`src/rtl/ras_stack_pkg.sv`:
```
// rtl/ras_stack_pkg.sv - shared return-address-stack sizing, checkpoint and update types
package ras_stack_pkg;

    localparam int RAS_ENTRIES      = 8;
    localparam int LOG_RAS_ENTRIES  = $clog2(RAS_ENTRIES);
    localparam int RAS_TARGET_WIDTH = 31;

    typedef logic [LOG_RAS_ENTRIES-1:0]  ras_index_t;
    typedef logic [LOG_RAS_ENTRIES:0]    ras_count_t;
    typedef logic [RAS_TARGET_WIDTH-1:0] ras_target_t;

    // Snapshot carried with each prediction so branch resolution can rewind the stack.
    typedef struct packed {
        ras_index_t index;
        ras_count_t count;
    } ras_checkpoint_t;

    // One update kind per cycle, already resolved by priority.
    typedef enum logic [2:0] {
        RAS_OP_HOLD    = 3'd0,
        RAS_OP_RESTORE = 3'd1,
        RAS_OP_SWAP    = 3'd2,
        RAS_OP_PUSH    = 3'd3,
        RAS_OP_POP     = 3'd4
    } ras_op_e;

    // Restore beats everything; a call and return in the same cycle swap the top entry.
    function automatic ras_op_e ras_decode_op(input logic restore,
                                              input logic link,
                                              input logic ret);
        ras_op_e op;
        if (restore) begin
            op = RAS_OP_RESTORE;
        end else if (link && ret) begin
            op = RAS_OP_SWAP;
        end else if (link) begin
            op = RAS_OP_PUSH;
        end else if (ret) begin
            op = RAS_OP_POP;
        end else begin
            op = RAS_OP_HOLD;
        end
        return op;
    endfunction

endpackage

```
`src/rtl/ras_stack.sv`:
```
// rtl/ras_stack.sv - return address stack for the fetch-stage next-PC predictor
module ras_stack #(
    parameter int RAS_ENTRIES      = ras_stack_pkg::RAS_ENTRIES,
    parameter int LOG_RAS_ENTRIES  = $clog2(RAS_ENTRIES),
    parameter int RAS_TARGET_WIDTH = ras_stack_pkg::RAS_TARGET_WIDTH
) (
    input  logic                        CLK,
    input  logic                        nRST,
    input  logic                        link_valid_in,
    input  logic [RAS_TARGET_WIDTH-1:0] link_pc_in,
    input  logic                        ret_valid_in,
    output logic [RAS_TARGET_WIDTH-1:0] ret_pc_out,
    output logic                        ret_empty_out,
    output logic [LOG_RAS_ENTRIES-1:0]  ras_index_out,
    output logic [LOG_RAS_ENTRIES:0]    ras_count_out,
    input  logic                        restore_valid_in,
    input  logic [LOG_RAS_ENTRIES-1:0]  restore_ras_index_in,
    input  logic [LOG_RAS_ENTRIES:0]    restore_ras_count_in
);

    import ras_stack_pkg::*;

    localparam logic [LOG_RAS_ENTRIES:0]   CNT_FULL = (LOG_RAS_ENTRIES+1)'(RAS_ENTRIES);
    localparam logic [LOG_RAS_ENTRIES:0]   CNT_ONE  = (LOG_RAS_ENTRIES+1)'(1);
    localparam logic [LOG_RAS_ENTRIES-1:0] PTR_ONE  = LOG_RAS_ENTRIES'(1);

    logic [RAS_TARGET_WIDTH-1:0] r_entries [RAS_ENTRIES];
    logic [LOG_RAS_ENTRIES-1:0]  r_ptr;
    logic [LOG_RAS_ENTRIES:0]    r_count;

    ras_op_e                     w_op;
    logic [LOG_RAS_ENTRIES-1:0]  w_ptr_inc;
    logic [LOG_RAS_ENTRIES-1:0]  w_ptr_dec;
    logic [LOG_RAS_ENTRIES:0]    w_count_inc;
    logic [LOG_RAS_ENTRIES:0]    w_restore_count;
    logic [LOG_RAS_ENTRIES-1:0]  w_ptr_nxt;
    logic [LOG_RAS_ENTRIES:0]    w_count_nxt;
    logic                        w_wr_en;
    logic [LOG_RAS_ENTRIES-1:0]  w_wr_idx;
    logic [RAS_TARGET_WIDTH-1:0] w_wr_data;

    assign w_op = ras_decode_op(restore_valid_in, link_valid_in, ret_valid_in);

    // Pointer wraps naturally at its width; count saturates at a full stack.
    assign w_ptr_inc       = r_ptr + PTR_ONE;
    assign w_ptr_dec       = r_ptr - PTR_ONE;
    assign w_count_inc     = (r_count >= CNT_FULL) ? CNT_FULL : (r_count + CNT_ONE);
    assign w_restore_count = (restore_ras_count_in > CNT_FULL) ? CNT_FULL : restore_ras_count_in;

    // Next pointer/count and the single entry write port, chosen by the resolved update kind.
    always_comb begin
        w_ptr_nxt   = r_ptr;
        w_count_nxt = r_count;
        w_wr_en     = 1'b0;
        w_wr_idx    = r_ptr;
        w_wr_data   = link_pc_in;
        case (w_op)
            RAS_OP_RESTORE: begin
                w_ptr_nxt   = restore_ras_index_in;
                w_count_nxt = w_restore_count;
            end
            RAS_OP_SWAP: begin
                w_wr_en  = 1'b1;
                w_wr_idx = r_ptr;
            end
            RAS_OP_PUSH: begin
                w_ptr_nxt   = w_ptr_inc;
                w_count_nxt = w_count_inc;
                w_wr_en     = 1'b1;
                w_wr_idx    = w_ptr_inc;
            end
            RAS_OP_POP: begin
                // Underflow leaves the stack untouched; consumers qualify with ret_empty_out.
                if (r_count != '0) begin
                    w_ptr_nxt   = w_ptr_dec;
                    w_count_nxt = r_count - CNT_ONE;
                end
            end
            default: begin
            end
        endcase
    end

    // Checkpointable stack pointer and valid-entry count.
    always_ff @(posedge CLK or negedge nRST) begin
        if (!nRST) begin
            r_ptr   <= '0;
            r_count <= '0;
        end else begin
            r_ptr   <= w_ptr_nxt;
            r_count <= w_count_nxt;
        end
    end

    // Entry array; overflow silently overwrites the oldest slot.
    always_ff @(posedge CLK or negedge nRST) begin
        if (!nRST) begin
            for (int i = 0; i < RAS_ENTRIES; i++) begin
                r_entries[i] <= '0;
            end
        end else if (w_wr_en) begin
            r_entries[w_wr_idx] <= w_wr_data;
        end
    end

    assign ret_pc_out    = r_entries[r_ptr];
    assign ret_empty_out = (r_count == '0);
    assign ras_index_out = r_ptr;
    assign ras_count_out = r_count;

endmodule

```
`config.mk`:
```
export PLATFORM = sky130hd
export DESIGN_NAME = ras_stack
export DESIGN_NICKNAME = d
export VERILOG_FILES = /design/src/rtl/ras_stack_pkg.sv /design/src/rtl/ras_stack.sv
export SDC_FILE = /design/constraint.sdc
export NUM_CORES = 1
export LEC_CHECK = 0
export CORE_AREA = 4 4 147 149
export DETAILED_ROUTE_END_ITERATION = 16
export DIE_AREA = 0 0 151 153
export HOLD_SLACK_MARGIN = 0.06
export PLACE_DENSITY = 0.77
export SETUP_SLACK_MARGIN = 0.05
export SKIP_CTS_REPAIR_TIMING = 1
export SKIP_LAST_GASP = 1
export SLEW_MARGIN = 40
export SYNTH_ARGS = -nofsm -noshare
export SYNTH_HDL_FRONTEND = slang
export SYNTH_SLANG_ARGS = --single-unit
```
`constraint.sdc`:
```
create_clock -name CLK -period 3.4 [get_ports CLK]
set_input_delay 0.68 -clock CLK [delete_from_list [all_inputs] [get_ports CLK]]
set_output_delay 0.68 -clock CLK [all_outputs]
set_load 0.02 [all_outputs]
```
**Run 1: met4 routing**

Scale bar: 50 um. Supply wires on this layer in gray. Cells faint in the background.
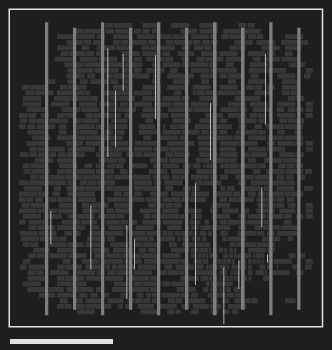
main direction: vertical
wire length on this layer: 397 um
nets with wire on the layer: 8
longest straight run: 52.4 um
overall routed net length: 25130 um
vias after detailed routing: 6728

**Run 1: M1 wires**

Supply wires on this layer in gray.
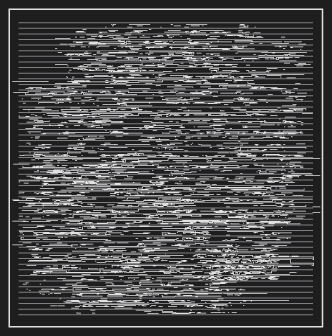
main direction: horizontal
longest straight run: 42.8 um
share of all routed wire: 44%
nets with wire on the layer: 818
wire length on this layer: 11000 um

==> report_table.html, run 1 <==
<p>Metrics extracted from the flow reports.</p>
<table>
<tr><th>Metric</th><th>Value</th></tr>
<tr><th colspan="2">Pwr</th></tr>
<tr><td>Power in combinational cells</td><td>approximately 4.2 mW</td></tr>
<tr><td>Cell leakage power</td><td>slightly above 6 nW</td></tr>
<tr><td>Post-layout power</td><td>between 10 and 15 mW</td></tr>
<tr><td>Total power per unit cell area</td><td>877.7 nW/um^2</td></tr>
<tr><td>Power attributed to the clock group</td><td>around 2.8 mW</td></tr>
<tr><th colspan="2">Finish</th></tr>
<tr><td>Final-stage net count</td><td>~900</td></tr>
<tr><td>Multi-input gate share of the layout cell area</td><td>between 30% and 40%</td></tr>
<tr><td>MI comb cells</td><td>between 400 and 500</td></tr>
<tr><th colspan="2">Critical path</th></tr>
<tr><td>Largest stage delay on the critical path</td><td>0.54 ns</td></tr>
<tr><td>CP startpoint kind</td><td>register</td></tr>
<tr><td>Number of buffer and inverter instances along the worst setup path</td><td>3</td></tr>
<tr><th colspan="2">Floorplan</th></tr>
<tr><td>Die x size</td><td>151 um</td></tr>
<tr><th colspan="2">GRT</th></tr>
<tr><td>Global-route wire length before repair</td><td>roughly 40000 um</td></tr>
<tr><td>Pin count of the biggest net entering global routing</td><td>between 90 and 100</td></tr>
<tr><th colspan="2">Outcome</th></tr>
<tr><td>Status</td><td>finished, final reports clean</td></tr>
<tr><th colspan="2">Final timing</th></tr>
<tr><td>Measured slew at the worst slew-check pin</td><td>roughly 0.75 ns</td></tr>
<tr><th colspan="2">Logic synthesis</th></tr>
<tr><td>Mux area share</td><td>38.76%</td></tr>
<tr><td>Largest logic family</td><td>multiplexers</td></tr>
<tr><td>Portion of the post-synthesis area used by sequential elements</td><td>roughly 54%</td></tr>
<tr><td>Number of cell instances after yosys synthesis</td><td>736</td></tr>
<tr><td>Instance count of the mapped netlist</td><td>between 700 and 800</td></tr>
<tr><td>Ranking of synthesized cells by instance count</td><td>sky130_fd_sc_hd__dfrtp_1 (255), sky130_fd_sc_hd__mux2_2 (221), sky130_fd_sc_hd__mux4_2 (62)</td></tr>
<tr><th colspan="2">Job</th></tr>
<tr><td>OpenROAD warning count</td><td>29</td></tr>
<tr><th colspan="2">Clock tree</th></tr>
<tr><td>Clk Tree Root Cell</td><td>sky130_fd_sc_hd__clkbuf_16</td></tr>
<tr><th colspan="2">Drt</th></tr>
<tr><td>Via density per instance</td><td>~6.0</td></tr>
</table>
**Run 1: the clock network**

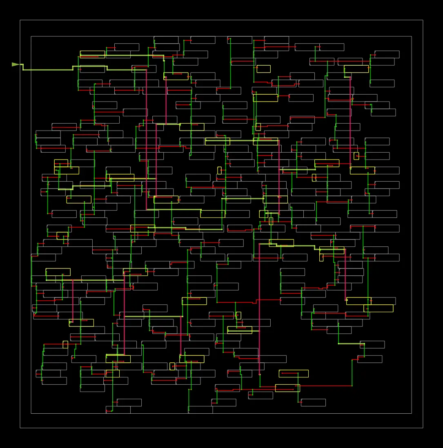
number of buffers inserted during clock tree synthesis: 27
Flop Count: 255
maximum clock skew at final layout: 0.007843 ns

## run 1: final timing paths
kind / startpoint / to / slack [ns] / cells past startpoint
max in group asynchronous: nRST / r_entries[99] / 2.28 / 2
worst min-delay path: nRST / ras_count_out[0] / 0.15 / 1
worst max-delay path: ras_index_out[0] / ret_pc_out[19] / 0.03 / 5
worst min register to register: r_entries[142] / r_entries[142] / 0.48 / 1
min in group CLK: r_entries[142] / r_entries[142] / 0.48 / 1
worst max register to register: ras_index_out[0] / r_entries[31] / 0.66 / 9
## run 1: state kept, by name, summed over array words and instances (netlist names)
signal / cells
r_entries: 248
ras_index_out: 3
ras_count_out: 4
## run 1: layer usage
layer  track usage (%)  vias up  wire length, um
li1                  -     2949                -
met4             5.181        2              397
met2             38.15      115            12950
met3             2.961       38              784
met1             30.38     3624            10980
met5                 0        -               15
**Run 1: the metal 2 layer**

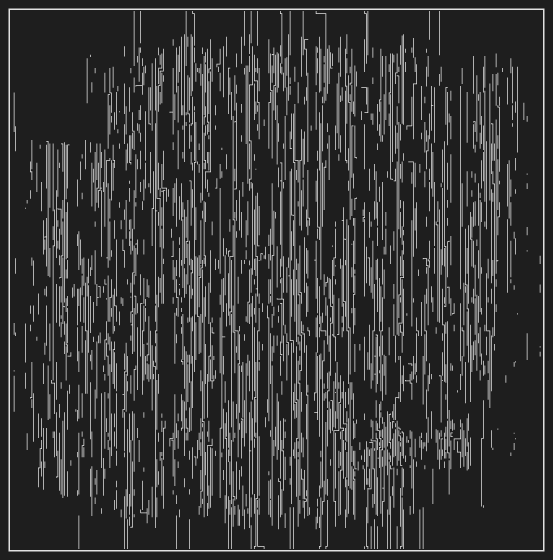

==> inputs of run 2 (changes only) <==
--- a/config.mk
+++ b/config.mk
@@ -5,11 +5,11 @@
 export SDC_FILE = /design/constraint.sdc
 export NUM_CORES = 1
 export LEC_CHECK = 0
-export CORE_AREA = 4 4 147 149
+export CORE_AREA = 4 4 204 206
 export DETAILED_ROUTE_END_ITERATION = 16
-export DIE_AREA = 0 0 151 153
+export DIE_AREA = 0 0 208 210
 export HOLD_SLACK_MARGIN = 0.06
-export PLACE_DENSITY = 0.77
+export PLACE_DENSITY = 0.44
 export SETUP_SLACK_MARGIN = 0.05
 export SKIP_CTS_REPAIR_TIMING = 1
 export SKIP_LAST_GASP = 1
==> constraint.sdc (replaced) <==
create_clock -name CLK -period 3.2 [get_ports CLK]
set_input_delay 0.64 -clock CLK [delete_from_list [all_inputs] [get_ports CLK]]
set_output_delay 0.64 -clock CLK [all_outputs]
set_load 0.02 [all_outputs]
**Run 2: the metal 2 layer**

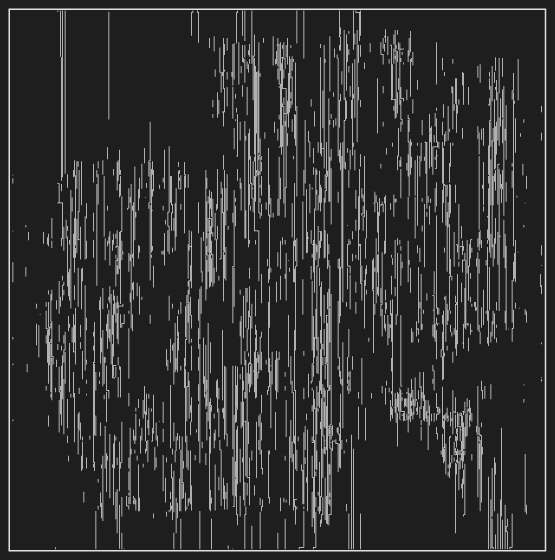
main direction: vertical
nets with wire on the layer: 844
longest straight run: 64.8 um
vias after detailed routing: 6747
overall routed net length: 29990 um
grt met2 use: 23.17%

**Run 2: M1 wires**

Supply wires on this layer in gray.
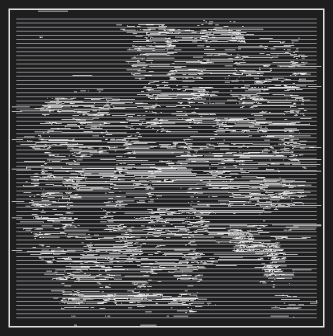
wire length on this layer: 13700 um
main direction: horizontal

**Run 2: the clock network**

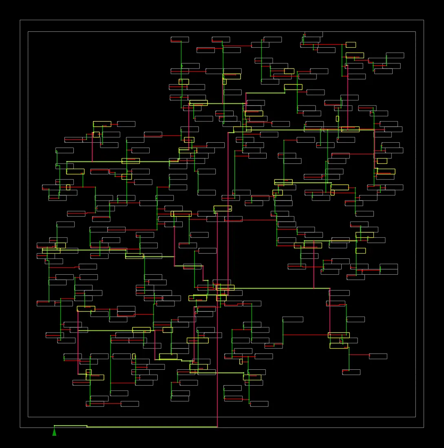
maximum clock skew at final layout: 0.01944 ns
CTS Sinks: 255
number of buffers inserted during clock tree synthesis: 29
Clock buffer cells: 45

==> run 2 against run 1 <==
The run now ends with setup timing left. Non-clock buffer count grew 7. Worst setup slack got worse by 0.17 ns. Routed wire length is 19% higher. Clock skew up 0.012 ns. Register-to-register slack worse by 0.09 ns. Core utilization decreased by 32 points. Count of clock-buffer cells in the layout is 10 higher. Sequential share of layout area fell by 2.3 points. Critical endpoint is now ret_pc_out[7].
==> report_table.html, run 2 <==
<p>Metrics extracted from the flow reports.</p>
<table>
<tr><th>Metric</th><th>Value</th></tr>
<tr><th colspan="2">Drt</th></tr>
<tr><td>Via density per instance</td><td>4.844 (was 5.991)</td></tr>
<tr><td>Routed length on met3</td><td>1014 um (was 784 um)</td></tr>
<tr><td>Met2 wire length</td><td>14720 um (was 12950 um)</td></tr>
<tr><td>Routed met1 length</td><td>13720 um (was 10980 um)</td></tr>
<tr><td>Highest layer used for signal routing</td><td>met5 (unchanged)</td></tr>
<tr><th colspan="2">GRT</th></tr>
<tr><td>Met3 GRT Util</td><td>2.143% (was 2.961%)</td></tr>
<tr><td>Most Used Layer, Global Route</td><td>met2 (unchanged)</td></tr>
<tr><td>Global-route wire length before repair</td><td>46640 um (was 40740 um)</td></tr>
<tr><td>Met1 layer usage reported by global route</td><td>18.27% (was 30.38%)</td></tr>
<tr><td>Pin count of the biggest net entering global routing</td><td>93 (was 98)</td></tr>
<tr><th colspan="2">Clock tree</th></tr>
<tr><td>Clk Tree Root Cell</td><td>sky130_fd_sc_hd__clkbuf_16 (unchanged)</td></tr>
<tr><th colspan="2">Pwr</th></tr>
<tr><td>Cell leakage power</td><td>6.456 nW (was 6.046 nW)</td></tr>
<tr><td>Power attributed to the clock group</td><td>3.40 mW (was 2.80 mW)</td></tr>
<tr><td>Total power per unit cell area</td><td>915.8 nW/um^2 (was 877.7 nW/um^2)</td></tr>
<tr><td>Power in combinational cells</td><td>4.51 mW (was 4.18 mW)</td></tr>
<tr><td>Post-layout power</td><td>13.51 mW (was 12.30 mW)</td></tr>
<tr><th colspan="2">Logic synthesis</th></tr>
<tr><td>Combined area of all synthesized cells</td><td>11810 sq um (unchanged)</td></tr>
<tr><td>Cell taking the most area after synthesis</td><td>sky130_fd_sc_hd__dfrtp_1 (unchanged)</td></tr>
<tr><td>Instance count of the mapped netlist</td><td>736 (unchanged)</td></tr>
<tr><td>Largest logic family</td><td>multiplexers (unchanged)</td></tr>
<tr><td>Number of cell instances after yosys synthesis</td><td>736 (unchanged)</td></tr>
<tr><td>Portion of the post-synthesis area used by sequential elements</td><td>54.05% (unchanged)</td></tr>
<tr><td>Ranking of synthesized cells by instance count</td><td>sky130_fd_sc_hd__dfrtp_1 (255), sky130_fd_sc_hd__mux2_2 (221), sky130_fd_sc_hd__mux4_2 (62) (unchanged)</td></tr>
<tr><th colspan="2">Final timing</th></tr>
<tr><td>Number of slew-limit violations in the final report</td><td>0 (unchanged)</td></tr>
<tr><td>Final setup violating endpoints</td><td>1 (was 0)</td></tr>
<tr><td>Measured slew at the worst slew-check pin</td><td>0.4897 ns (was 0.7520 ns)</td></tr>
<tr><td>Worst Slack Setup Final</td><td>-0.1397 ns (was 0.02993 ns)</td></tr>
<tr><th colspan="2">Critical path</th></tr>
<tr><td>Largest fanout of any net on the critical path</td><td>12 (was 6)</td></tr>
<tr><td>Largest stage delay on the critical path</td><td>0.55 ns (was 0.54 ns)</td></tr>
<tr><td>Number of buffer and inverter instances along the worst setup path</td><td>3 (unchanged)</td></tr>
<tr><td>CP startpoint kind</td><td>register (unchanged)</td></tr>
<tr><th colspan="2">Floorplan</th></tr>
<tr><td>Die x size</td><td>208 um (was 151 um)</td></tr>
<tr><th colspan="2">Job</th></tr>
<tr><td>OpenROAD warning count</td><td>29 (unchanged)</td></tr>
<tr><th colspan="2">Finish</th></tr>
<tr><td>Number of flip-flops in the largest register</td><td>248 (unchanged)</td></tr>
<tr><td>Largest register by flop count</td><td>r_entries (unchanged)</td></tr>
<tr><td>Final-stage net count</td><td>894 (was 885)</td></tr>
<tr><th colspan="2">Outcome</th></tr>
<tr><td>Violated checks</td><td>setup timing</td></tr>
<tr><td>Status</td><td>finished with violations (was finished, final reports clean)</td></tr>
</table>
run 2: path summary, 6_finish.rpt:
kind,from,to,slack (ns),cells past startpoint
worst max-delay path,ras_index_out[0],ret_pc_out[7],-0.14,5
worst min-delay path,r_entries[5],r_entries[5],0.48,1
worst max register to register,ras_index_out[1],r_entries[54],0.57,8
worst min register to register,r_entries[5],r_entries[5],0.48,1
max in group asynchronous,nRST,r_entries[161],1.67,4
min in group asynchronous,nRST,ras_count_out[0],0.52,2
run 2: layout make-up:
| type | instances | area share [%] |
|---|---|---|
| timing repair buffer | 126 | 10.44 |
| clock inverter | 7 | 0.6192 |
| multi-input combinational | 427 | 34.83 |
| tap | 525 | 4.453 |
| antenna | 1 | 0.01696 |
| sequential | 255 | 43.32 |
| clock buffer | 45 | 6.141 |
| inverter | 7 | 0.1781 |
==> inputs of run 3 (changes only) <==
--- a/config.mk
+++ b/config.mk
@@ -11,7 +11,6 @@
 export HOLD_SLACK_MARGIN = 0.06
 export PLACE_DENSITY = 0.44
 export SETUP_SLACK_MARGIN = 0.05
-export SKIP_CTS_REPAIR_TIMING = 1
 export SKIP_LAST_GASP = 1
 export SLEW_MARGIN = 40
 export SYNTH_ARGS = -nofsm -noshare
**Run 3: the metal 2 layer**

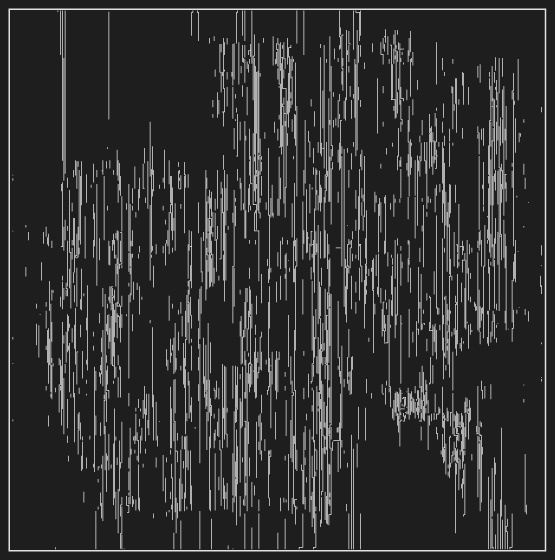
vias after detailed routing: 6755
grt met2 use: 23.31%
overall routed net length: 30160 um

**Run 3: met3 routing**

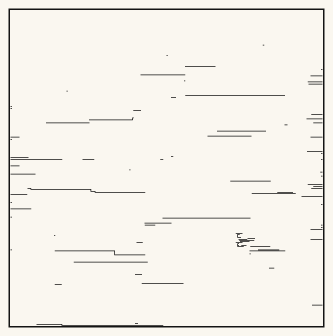
nets with wire on the layer: 57
wire length on this layer: 1060 um
main direction: horizontal
longest straight run: 67.2 um
met3 GRT Util: 2.218%

==> run 3 against run 2 <==
The flow now finishes without violations. Design area down 0.52%. Largest cell class unchanged. Highest routed layer unchanged. Worst setup slack better by 0.22 ns. Register-to-register slack got worse by 0.17 ns. Routed wire length grew 0.57%. Synthesized area is the same.
==> report_table.html, run 3 <==
<p>Metrics extracted from the flow reports.</p>
<table>
<tr><th>Metric</th><th>Value</th></tr>
<tr><th colspan="2">Outcome</th></tr>
<tr><td>Status</td><td>finished, final reports clean (was finished with violations)</td></tr>
<tr><th colspan="2">Clock tree</th></tr>
<tr><td>Number of buffers inserted during clock tree synthesis</td><td>29 (unchanged)</td></tr>
<tr><th colspan="2">Logic synthesis</th></tr>
<tr><td>Combined area of all synthesized cells</td><td>11810 sq um (unchanged)</td></tr>
<tr><td>Cell taking the most area after synthesis</td><td>sky130_fd_sc_hd__dfrtp_1 (unchanged)</td></tr>
<tr><td>Portion of the post-synthesis area used by sequential elements</td><td>54.05% (unchanged)</td></tr>
<tr><td>Instance count of the mapped netlist</td><td>736 (unchanged)</td></tr>
<tr><th colspan="2">Critical path</th></tr>
<tr><td>Slack of the worst reg-to-reg path</td><td>0.40 ns (was 0.57 ns)</td></tr>
<tr><td>Capturing point of the worst reg2reg path</td><td>r_entries[181] (was r_entries[54])</td></tr>
<tr><td>CP startpoint kind</td><td>register (unchanged)</td></tr>
<tr><td>Worst r2r src</td><td>ras_index_out[0] (was ras_index_out[1])</td></tr>
<tr><td>Number of buffer and inverter instances along the worst setup path</td><td>3 (unchanged)</td></tr>
<tr><td>Depth of the worst register-to-register path</td><td>11 (was 8)</td></tr>
<tr><td>Largest fanout of any net on the critical path</td><td>10 (was 12)</td></tr>
<tr><td>End of the critical path</td><td>ret_pc_out[30] (was ret_pc_out[7])</td></tr>
<tr><th colspan="2">Final timing</th></tr>
<tr><td>Final setup violating endpoints</td><td>0 (was 1)</td></tr>
<tr><td>Number of slew-limit violations in the final report</td><td>0 (unchanged)</td></tr>
<tr><td>Measured slew at the worst slew-check pin</td><td>0.4844 ns (was 0.4897 ns)</td></tr>
<tr><th colspan="2">Drt</th></tr>
<tr><td>Met2 wire length</td><td>14880 um (was 14720 um)</td></tr>
<tr><td>Highest layer used for signal routing</td><td>met5 (unchanged)</td></tr>
<tr><td>Routed length on met3</td><td>1059 um (was 1014 um)</td></tr>
<tr><td>Via density per instance</td><td>4.839 (was 4.844)</td></tr>
<tr><td>Routed met1 length</td><td>13690 um (was 13720 um)</td></tr>
<tr><th colspan="2">Pwr</th></tr>
<tr><td>Total power per unit cell area</td><td>913.5 nW/um^2 (was 915.8 nW/um^2)</td></tr>
<tr><td>Cell leakage power</td><td>6.197 nW (was 6.456 nW)</td></tr>
<tr><td>Post-layout power</td><td>13.41 mW (was 13.51 mW)</td></tr>
<tr><td>Power in combinational cells</td><td>4.40 mW (was 4.51 mW)</td></tr>
<tr><th colspan="2">Finish</th></tr>
<tr><td>Flop Count</td><td>255 (unchanged)</td></tr>
<tr><td>Proportion of cell area spent on the clock network</td><td>6.795% (was 6.760%)</td></tr>
<tr><td>Top class by area</td><td>registers (unchanged)</td></tr>
<tr><td>MI comb cells</td><td>427 (unchanged)</td></tr>
<tr><td>Number of flip-flops in the largest register</td><td>248 (unchanged)</td></tr>
<tr><th colspan="2">Worst hold path</th></tr>
<tr><td>Min-Delay Endpoint</td><td>r_entries[5] (unchanged)</td></tr>
<tr><td>Startpoint of the lowest-slack hold path</td><td>r_entries[5] (unchanged)</td></tr>
<tr><th colspan="2">Floorplan</th></tr>
<tr><td>Num tapcells</td><td>525 (unchanged)</td></tr>
<tr><th colspan="2">Job</th></tr>
<tr><td>OpenROAD warning count</td><td>30 (was 29)</td></tr>
<tr><th colspan="2">GRT</th></tr>
<tr><td>Most Used Layer, Global Route</td><td>met2 (unchanged)</td></tr>
<tr><td>Pin count of the biggest net entering global routing</td><td>93 (unchanged)</td></tr>
</table>
**Run 3: the clock network**

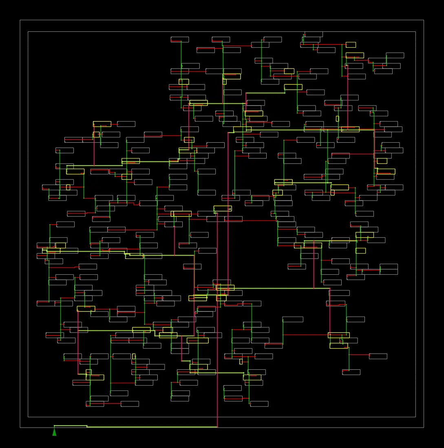
maximum clock skew at final layout: 0.01950 ns
power attributed to the clock group: 3.40 mW

-- run 3: cell types whose count changed in the layout (fill, tap and decap cells not counted), moves of 2 or more --
cell / change
sky130_fd_sc_hd__buf_4: +4
sky130_fd_sc_hd__clkbuf_2: +7
sky130_fd_sc_hd__clkdlybuf4s15_1: +2
sky130_fd_sc_hd__clkdlybuf4s15_2: +3
sky130_fd_sc_hd__dlygate4sd2_1: +17
sky130_fd_sc_hd__dlymetal6s2s_1: -29
-- run 3: kinds of logic (layout without fill, tap and decap cells) --
| logic type | Yosys count | after routing |
|---|---|---|
| xor+xnor | 5 | 5 |
| buf+inv | 54 | 188 |
| simple gates | 47 | 47 |
| other cells | 0 | 1 |
| mux | 344 | 344 |
| flops | 255 | 255 |
| compound gates | 26 | 26 |
| fa+ha+maj | 5 | 5 |
Power figures rest on the tool's default switching activity, not on a simulated workload.
